Figure 1. Metal 1 (run 1).
Scale bar: 50 µm.
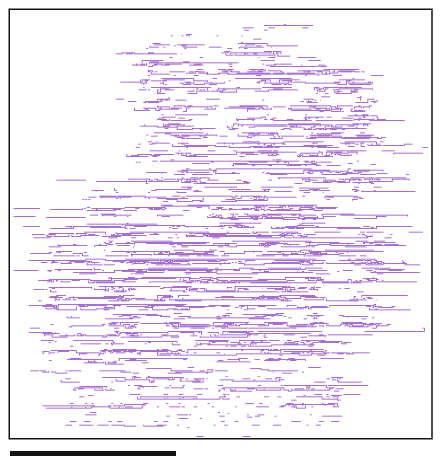
Figure 2. Metal 2 (run 1).
Scale bar: 50 µm.
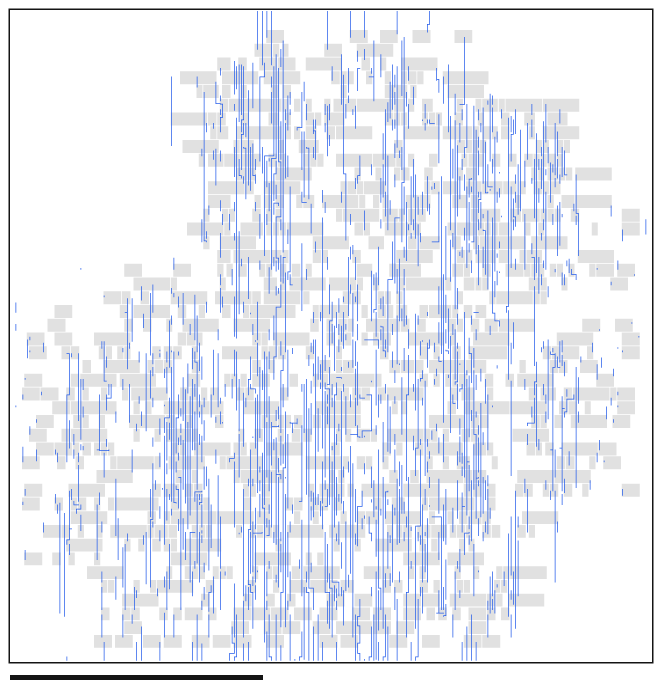
Figure 3. Met3 routing (run 1).
Scale bar: 50 µm.
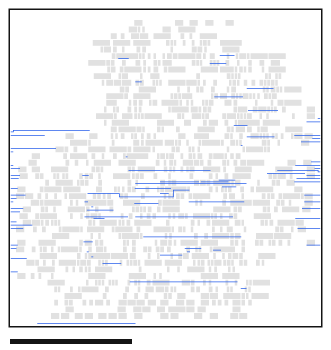
`src/rtl/move_sequencer.sv`:
```
// move_sequencer: replays a solved move list over a valid/ready handshake under button control.
// Define MOVE_SEQUENCER_REVERSE_EN to enable btn[1] step-back (issues the inverse of the previous move).
module move_sequencer #(
  parameter int TICK_W     = 12,
  parameter int STEP_TICKS = 8
) (
  input  logic        clk,
  input  logic        rst,
  input  logic        comp,
  input  logic [5:0]  cnt,
  input  logic [63:0] ord,
  input  logic [4:0]  btn,
  input  logic        mv_ready,
  output logic        mv_valid,
  output logic [1:0]  mv_dir,
  output logic [4:0]  idx,
  output logic        playing,
  output logic        done
);
`ifdef MOVE_SEQUENCER_REVERSE_EN
  localparam int BLO = 1;
`else
  localparam int BLO = 2;
`endif
  localparam int DW = $clog2(STEP_TICKS + 1);
  typedef enum logic [2:0] {S_IDLE, S_PAUSED, S_ISSUE, S_WAIT_ACK, S_DELAY, S_DONE} state_t;
  state_t state, state_d;
  logic [TICK_W-1:0] presc;
  logic tick, comp_q, rst_ev, unused;
  logic [4:BLO] flag, ev;
  logic [63:0] ord_q, ord_d;
  logic [5:0] cnt_q, cnt_d, cnt_sat;
  logic [4:0] idx_d;
  logic [1:0] mv_dir_d;
  logic [DW-1:0] dly, dly_d;
  logic done_d, playing_d, mv_valid_d, pend_rst, pend_rst_d, pend_play, pend_play_d;
`ifdef MOVE_SEQUENCER_REVERSE_EN
  logic rev, rev_d;
  logic [4:0] bidx;
  assign bidx = (done ? cnt_q[4:0] : idx) - 5'd1;
`endif
  assign unused  = ^btn[BLO-1:0];
  assign tick    = presc == '0;
  assign ev      = {(5-BLO){tick}} & btn[4:BLO] & ~flag;
  assign cnt_sat = cnt > 6'd32 ? 6'd32 : cnt;
  assign rst_ev  = ev[2] | (tick & pend_rst);
  always_comb begin
    state_d     = state;
    ord_d       = ord_q;
    cnt_d       = cnt_q;
    idx_d       = idx;
    done_d      = done;
    playing_d   = playing;
    mv_valid_d  = mv_valid;
    mv_dir_d    = mv_dir;
    dly_d       = dly;
    pend_rst_d  = pend_rst;
    pend_play_d = pend_play;
`ifdef MOVE_SEQUENCER_REVERSE_EN
    rev_d       = rev;
`endif
    if (state != S_IDLE && !comp) begin
      state_d     = S_IDLE;
      idx_d       = '0;
      done_d      = 1'b0;
      playing_d   = 1'b0;
      mv_valid_d  = 1'b0;
      pend_rst_d  = 1'b0;
      pend_play_d = 1'b0;
`ifdef MOVE_SEQUENCER_REVERSE_EN
      rev_d       = 1'b0;
`endif
    end else if (rst_ev && (state == S_PAUSED || state == S_DELAY || state == S_DONE)) begin
      state_d    = cnt_q == '0 ? S_DONE : S_PAUSED;
      idx_d      = '0;
      done_d     = cnt_q == '0;
      playing_d  = 1'b0;
      pend_rst_d = 1'b0;
    end else begin
      case (state)
        S_IDLE: if (comp && !comp_q) begin
          ord_d   = ord;
          cnt_d   = cnt_sat;
          idx_d   = '0;
          done_d  = cnt_sat == '0;
          state_d = cnt_sat == '0 ? S_DONE : S_PAUSED;
        end
        S_PAUSED: begin
          if (ev[4]) begin
            playing_d = 1'b1;
            state_d   = S_ISSUE;
          end else if (ev[3]) state_d = S_ISSUE;
`ifdef MOVE_SEQUENCER_REVERSE_EN
          else if (ev[1] && idx != '0) begin
            rev_d   = 1'b1;
            state_d = S_ISSUE;
          end
`endif
        end
        S_ISSUE: begin
`ifdef MOVE_SEQUENCER_REVERSE_EN
          mv_dir_d = rev ? ord_q[{bidx, 1'b0} +: 2] ^ 2'b01 : ord_q[{idx, 1'b0} +: 2];
`else
          mv_dir_d = ord_q[{idx, 1'b0} +: 2];
`endif
          mv_valid_d  = 1'b1;
          pend_rst_d  = pend_rst | ev[2];
          pend_play_d = pend_play ^ ev[4];
          state_d     = S_WAIT_ACK;
        end
        S_WAIT_ACK: begin
          // presses during the handshake are held until it completes
          pend_rst_d  = pend_rst | ev[2];
          pend_play_d = pend_play ^ ev[4];
          if (mv_ready) begin
            mv_valid_d  = 1'b0;
            pend_play_d = 1'b0;
`ifdef MOVE_SEQUENCER_REVERSE_EN
            if (rev) begin
              idx_d   = bidx;
              done_d  = 1'b0;
              rev_d   = 1'b0;
              state_d = S_PAUSED;
            end else
`endif
            if ({1'b0, idx} + 6'd1 == cnt_q) begin
              idx_d     = '0;
              done_d    = 1'b1;
              playing_d = 1'b0;
              state_d   = S_DONE;
            end else begin
              idx_d     = idx + 5'd1;
              playing_d = playing ^ pend_play ^ ev[4];
              state_d   = playing_d ? S_DELAY : S_PAUSED;
              dly_d     = DW'(STEP_TICKS);
            end
          end
        end
        S_DELAY: begin
          if (ev[4]) begin
            playing_d = 1'b0;
            state_d   = S_PAUSED;
          end else if (tick) begin
            dly_d = dly - 1'b1;
            if (dly == DW'(1)) state_d = S_ISSUE;
          end
        end
`ifdef MOVE_SEQUENCER_REVERSE_EN
        S_DONE: if (ev[1] && cnt_q != '0) begin
          rev_d   = 1'b1;
          state_d = S_ISSUE;
        end
`endif
        default: ;
      endcase
    end
  end
  always_ff @(posedge clk) begin
    if (rst) begin
      state     <= S_IDLE;
      presc     <= '0;
      flag      <= '0;
      comp_q    <= 1'b0;
      ord_q     <= '0;
      cnt_q     <= '0;
      idx       <= '0;
      done      <= 1'b0;
      playing   <= 1'b0;
      mv_valid  <= 1'b0;
      mv_dir    <= '0;
      dly       <= '0;
      pend_rst  <= 1'b0;
      pend_play <= 1'b0;
`ifdef MOVE_SEQUENCER_REVERSE_EN
      rev       <= 1'b0;
`endif
    end else begin
      state     <= state_d;
      presc     <= presc + 1'b1;
      if (tick) flag <= btn[4:BLO];
      comp_q    <= comp;
      ord_q     <= ord_d;
      cnt_q     <= cnt_d;
      idx       <= idx_d;
      done      <= done_d;
      playing   <= playing_d;
      mv_valid  <= mv_valid_d;
      mv_dir    <= mv_dir_d;
      dly       <= dly_d;
      pend_rst  <= pend_rst_d;
      pend_play <= pend_play_d;
`ifdef MOVE_SEQUENCER_REVERSE_EN
      rev       <= rev_d;
`endif
    end
  end
endmodule

```
`config.mk`:
```
export PLATFORM = sky130hd
export DESIGN_NAME = move_sequencer
export DESIGN_NICKNAME = d
export VERILOG_FILES = /design/src/rtl/move_sequencer.sv
export SDC_FILE = /design/constraint.sdc
export NUM_CORES = 1
export LEC_CHECK = 0
export ABC_AREA = 1
export CORE_AREA = 2 2 125 127
export DETAILED_ROUTE_END_ITERATION = 10
export DIE_AREA = 0 0 127 129
export GPL_TIMING_DRIVEN = 0
export PLACE_DENSITY = 0.6
export SLEW_MARGIN = 20
export SYNTH_ARGS = -nofsm -noshare
export SYNTH_HDL_FRONTEND = slang
export SYNTH_SLANG_ARGS = --single-unit
```
`constraint.sdc`:
```
create_clock -name clk -period 2.18 [get_ports clk]
set_clock_uncertainty 0.1 [all_clocks]
set_input_delay 0.545 -clock clk [delete_from_list [all_inputs] [get_ports clk]]
set_output_delay 0.545 -clock clk [all_outputs]
set_load 0.005 [all_outputs]
```
==> results.yml, run 1 <==
# flow metrics
yosys:
  yosysTopAreaCellShare_pct: 40.7
  postSynthSeqShare_pct: 40.7
  floorplan.nets: 822
  synthCells: 738
  ys_top_cells_by_count: "160 x nor2_1, 105 x dfxtp_1, 102 x o21ai_0"
  fa_ha_area_share_pct: 1.21
  synth_chip_area_um2: 5160
  synth_flops: 105
  yosysMostFrequentCell: "nor2_1"
  simple_gate_share_pct: 29.5
  mux_area_share_pct: 0
  syn_area_um2: 5160
  edf_count: 0
  yosys_warnings: 0
  synth_area_per_cell_um2: 7.00
  ys.flop_type: "dfxtp_1"
  synth_cell_types: 40
run_status:
  status: "finished, final reports clean"
power:
  power_leader: "sequential cells"
  power_frac_comb_pct: 33.1
  internal-power_mw: 3.98
  p_sw_mw: 2.31
  powerClk_mw: 1.61
  clkPwrFrac_pct: 25.6
  pwr-share-seq_pct: 41.4
  powerDensity_nw_per_um2: 958
  total_power_mw: 6.28
layout:
  diodes: 0
  instances_no_fill: 1028
  inverters: 66
  nonClockBufferCount: 121
  final_area_um2: 6560
  nFlopsAndLatches: 105
  seq_area_um2: 2100
  num-fill-cells: 1602
  layout_top_cell: "nor2_1"
  comb_area_um2: 2660
  final_nets: 919
  buf_share_pct: 15.6
  drive_above_1_share_pct: 10.1
  clk_share_pct: 4.39
  clock_buffers: 9
  seq_area_share_pct: 32.1
  comb_cells: 532
floorplanning:
  fp.dieW_um: 127
  die_y_um: 129
  core_um2: 15000
  num_tap_cells: 188
placed_design:
  portBuffers: 86
  gp_routability_congestion: 0.828
critical_path:
  r2r-start: "idx[1]"
  end_kind: "output port"
  cp_max_fo: 8
  cpMaxStageDelayCell: "clkdlybuf4s50_1"
  cp.required_ns: 1.53
  max_stage_delay_ns: 0.58
  path_buffers: 1
  reg2reg_depth: 8
  critPathLaunch: "idx[4]"
grt:
  first_global_vias: 4538
  grt_pass1_wl_mm: 23.4
  grt_max_degree: 20
  overflow: 0
cts:
  path_clk_slew_ns: 0.08
  clockRootBuffer: "clkbuf_16"
  post_cts_buffers: 0
  htreeDepth: 3
  cts.sink_count: 105
  post_cts_resized: 1
  holdBufCountCts: 0
  cts_tree: "yes"
  clock_path_buffers: 2
flow_run:
  warnings: 30
timing:
  setup_ws_ns: 0.0452
  rsz0062_at_grt: "no"
  maxSlewHeadroom_pct: 62.6
  setup_viol: 0
  hold_viol: 0
hold_path:
  worstHoldPathType: "register to register"
route:
  avgRoutedWirePerCell_um: 14.4
## Picture notes: Figure 1
main direction	horizontal
wire length on this layer	7310 µm
Vias: 4993
drt total wl: 14.8 mm

## Picture notes: Figure 2
wire length on this layer	6330 µm
nets with wire on the layer	679
share of all routed wire	43%
main direction	vertical
longest straight run	45.6 µm

## Picture notes: Figure 3
nets with wire on the layer	65
main direction	horizontal
longest straight run	45.1 µm

## run 1: registers in the layout, summed over array words and instances (netlist names)
| signal | count |
|---|---|
| ord_q | 64 |
| presc | 12 |
| cnt_q | 6 |
| idx | 5 |
| dly | 4 |
| flag | 3 |
| state | 3 |
| mv_dir | 2 |
| comp_q | 1 |
| done | 1 |
| mv_valid | 1 |
| pend_play | 1 |
| pend_rst | 1 |
| playing | 1 |
## run 1: tightest hold or removal path: stages (launching register included)
cell and delay, ns:
dfxtp_1 0.30, inv_1 0.06, a21oi_1 0.06
## run 1: metal layers
layer  vias to the layer above  global-route usage [%]  share of wire, %  routed length (µm)
met1                      2235                    25.8                50                7310
met3                        23                    2.95               5.3                 780
li1                       2626                       -                 -                   -
met4                         0                    7.11               2.3                 339
met2                       109                    28.3                43                6330
met5                         -                       0                 0                   0
--- run 2 (diff from run 1) ---
--- a/config.mk
+++ b/config.mk
@@ -5,12 +5,11 @@
 export SDC_FILE = /design/constraint.sdc
 export NUM_CORES = 1
 export LEC_CHECK = 0
-export ABC_AREA = 1
-export CORE_AREA = 2 2 125 127
+export CORE_AREA = 2 2 132 134
 export DETAILED_ROUTE_END_ITERATION = 10
-export DIE_AREA = 0 0 127 129
+export DIE_AREA = 0 0 134 136
 export GPL_TIMING_DRIVEN = 0
-export PLACE_DENSITY = 0.6
+export PLACE_DENSITY = 0.54
 export SLEW_MARGIN = 20
 export SYNTH_ARGS = -nofsm -noshare
 export SYNTH_HDL_FRONTEND = slang
Figure 4. Routing congestion map (run 2).
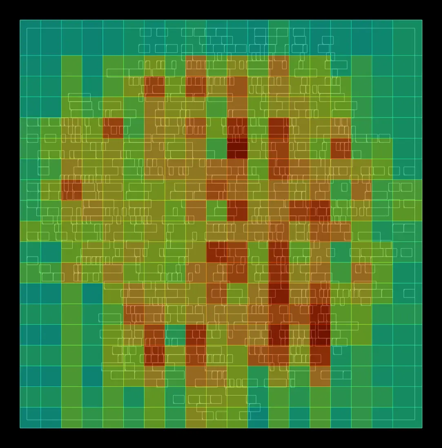
wire per inst: 16.6 µm
M2 GR Usage: 29.4%
Core Util, Final: 40.8%

==> run 2 against run 1 <==
  * Global-route usage shrank 0.97 points
  * Largest cell class unchanged
  * Register-to-register slack got worse by 0.13 ns
  * Maximum frequency down 1.5%
  * Die size grew 11%
  * Worst setup slack lost 0.032 ns
  * Area after synthesis down 3.5%
  * Via count is 4.6% lower
  * Total power down 4.2%
  * Sequential share of layout area down 1.4 points
  * Synthesized cell count fell by 19%
  * Utilization is 3.0 points lower
==> results.yml, run 2 <==
# flow metrics
route:
  drt_pass1_iterations: 4
  wl_met2_mm: 7.59
  met3_length_um: 780
  highest_layer: "met4"
  wl_met1_mm: 7.04
placed_design:
  hpwl_mm: 11.6
  gp_routability_congestion: 0.851
  portBuffers: 86
grt:
  overflow: 0
  met3_usage_pct: 2.24
  grt_max_degree: 18
  first_global_vias: 4764
  grt_pass1_wl_mm: 24.5
  grt_busiest_layer: "met2"
yosys:
  fa_ha_area_share_pct: 1.26
  yosysMostFrequentCell: "nand2_1"
  ys.flop_type: "dfxtp_1"
  synth_flops: 105
  ys_top_cells_by_count: "157 x nand2_1, 105 x dfxtp_1, 89 x a21oi_1"
  mux_area_share_pct: 9.84
  postSynthSeqShare_pct: 42.2
  floorplan.nets: 683
  yosysTopAreaCellShare_pct: 42.2
  synth_cell_types: 56
  edf_count: 0
  synthCells: 599
  synth_area_per_cell_um2: 8.32
  simple_gate_share_pct: 23.2
  syn_area_um2: 4980
power:
  p_sw_mw: 2.05
  powerClk_mw: 1.68
  powerDensity_nw_per_um2: 875
  pwr-share-seq_pct: 39.3
  power_leader: "sequential cells"
  total_power_mw: 6.02
  power_frac_comb_pct: 32.9
  clkPwrFrac_pct: 27.8
cts:
  holdBufCountCts: 0
  clock_path_buffers: 2
  cts.sink_count: 105
  cts_tree: "yes"
  clockRootBuffer: "clkbuf_16"
  post_cts_buffers: 13
  post_cts_resized: 42
  htreeDepth: 3
timing:
  setup_ws_ns: 0.0128
  timing.final.crit_share_pct: 99.4
  slew_violations: 0
  fmax_mhz: 461
  setup_viol: 0
  rsz0062_at_grt: "yes"
  maxSlewHeadroom_pct: 54.4
flow_run:
  warnings: 31
floorplanning:
  core_um2: 16900
  fp.dieW_um: 134
  ios: 89
  die_y_um: 136
critical_path:
  cp_max_fo: 8
  cpMaxStageDelayCell: "or4_1"
  crit_chain: "inv_2 -> ha_4 -> nor4b_4 -> buf_4 -> nand3_2 -> o221ai_2 -> or2_4 -> or4_1 -> a21oi_2"
  path_buffers: 2
  cp.arrival_ns: 2.36
  max_stage_delay_ns: 0.42
  cp.required_ns: 2.37
layout:
  final_nets: 800
  area_growth_pct: 38.0
  largest_reg_flops: 64
  diodes: 0
  drive_above_1_share_pct: 16.5
  layout_top_cell: "nand2_1"
  largest_register: "ord_q"
  reg_top3: "ord_q (64), presc (12), cnt_q (6)"
  instances_no_fill: 946
run_status:
  status: "finished, final reports clean"
hold_path:
  worstHoldPathType: "register to register"
Figure 5. Metal 1 (run 2).
Scale bar: 50 µm.
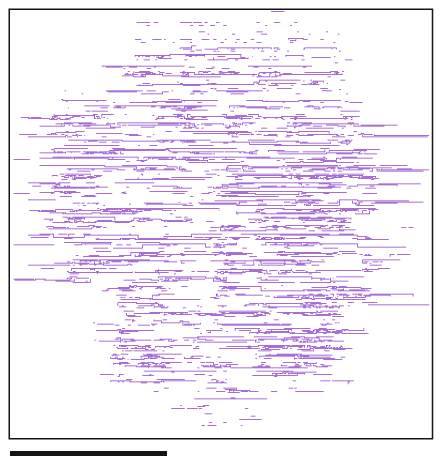
main direction	horizontal
nets with wire on the layer	741
wire length on this layer	7040 µm
longest straight run	35.9 µm
share of all routed wire	45%
Vias: 4764
drt total wl: 15.7 mm
grt met1 use: 22.8%

==> run 2: area by class of cell <==
| type | instances | area, µm² |
|---|---|---|
| well taps | 225 | 282 |
| flip-flops and latches | 105 | 2110 |
| repair buffers | 106 | 1010 |
| inverters | 10 | 37.5 |
| clock buffers | 11 | 243 |
| fillers | 1674 | 10000 |
| clock inverters | 5 | 61.3 |
| multi-input cells | 444 | 2900 |
| plain buffers | 40 | 233 |
==> run 2: final timing paths <==
check,startpoint,end,slack [ns],depth (start not counted)
worst min register to register,ord_q[27],ord_q[27],0.36,2
worst max register to register,presc[1],dly[1],0.01,9
worst max-delay path,presc[1],dly[1],0.01,9
worst min-delay path,ord_q[27],ord_q[27],0.36,2
Power is estimated from default activity; no workload was simulated.
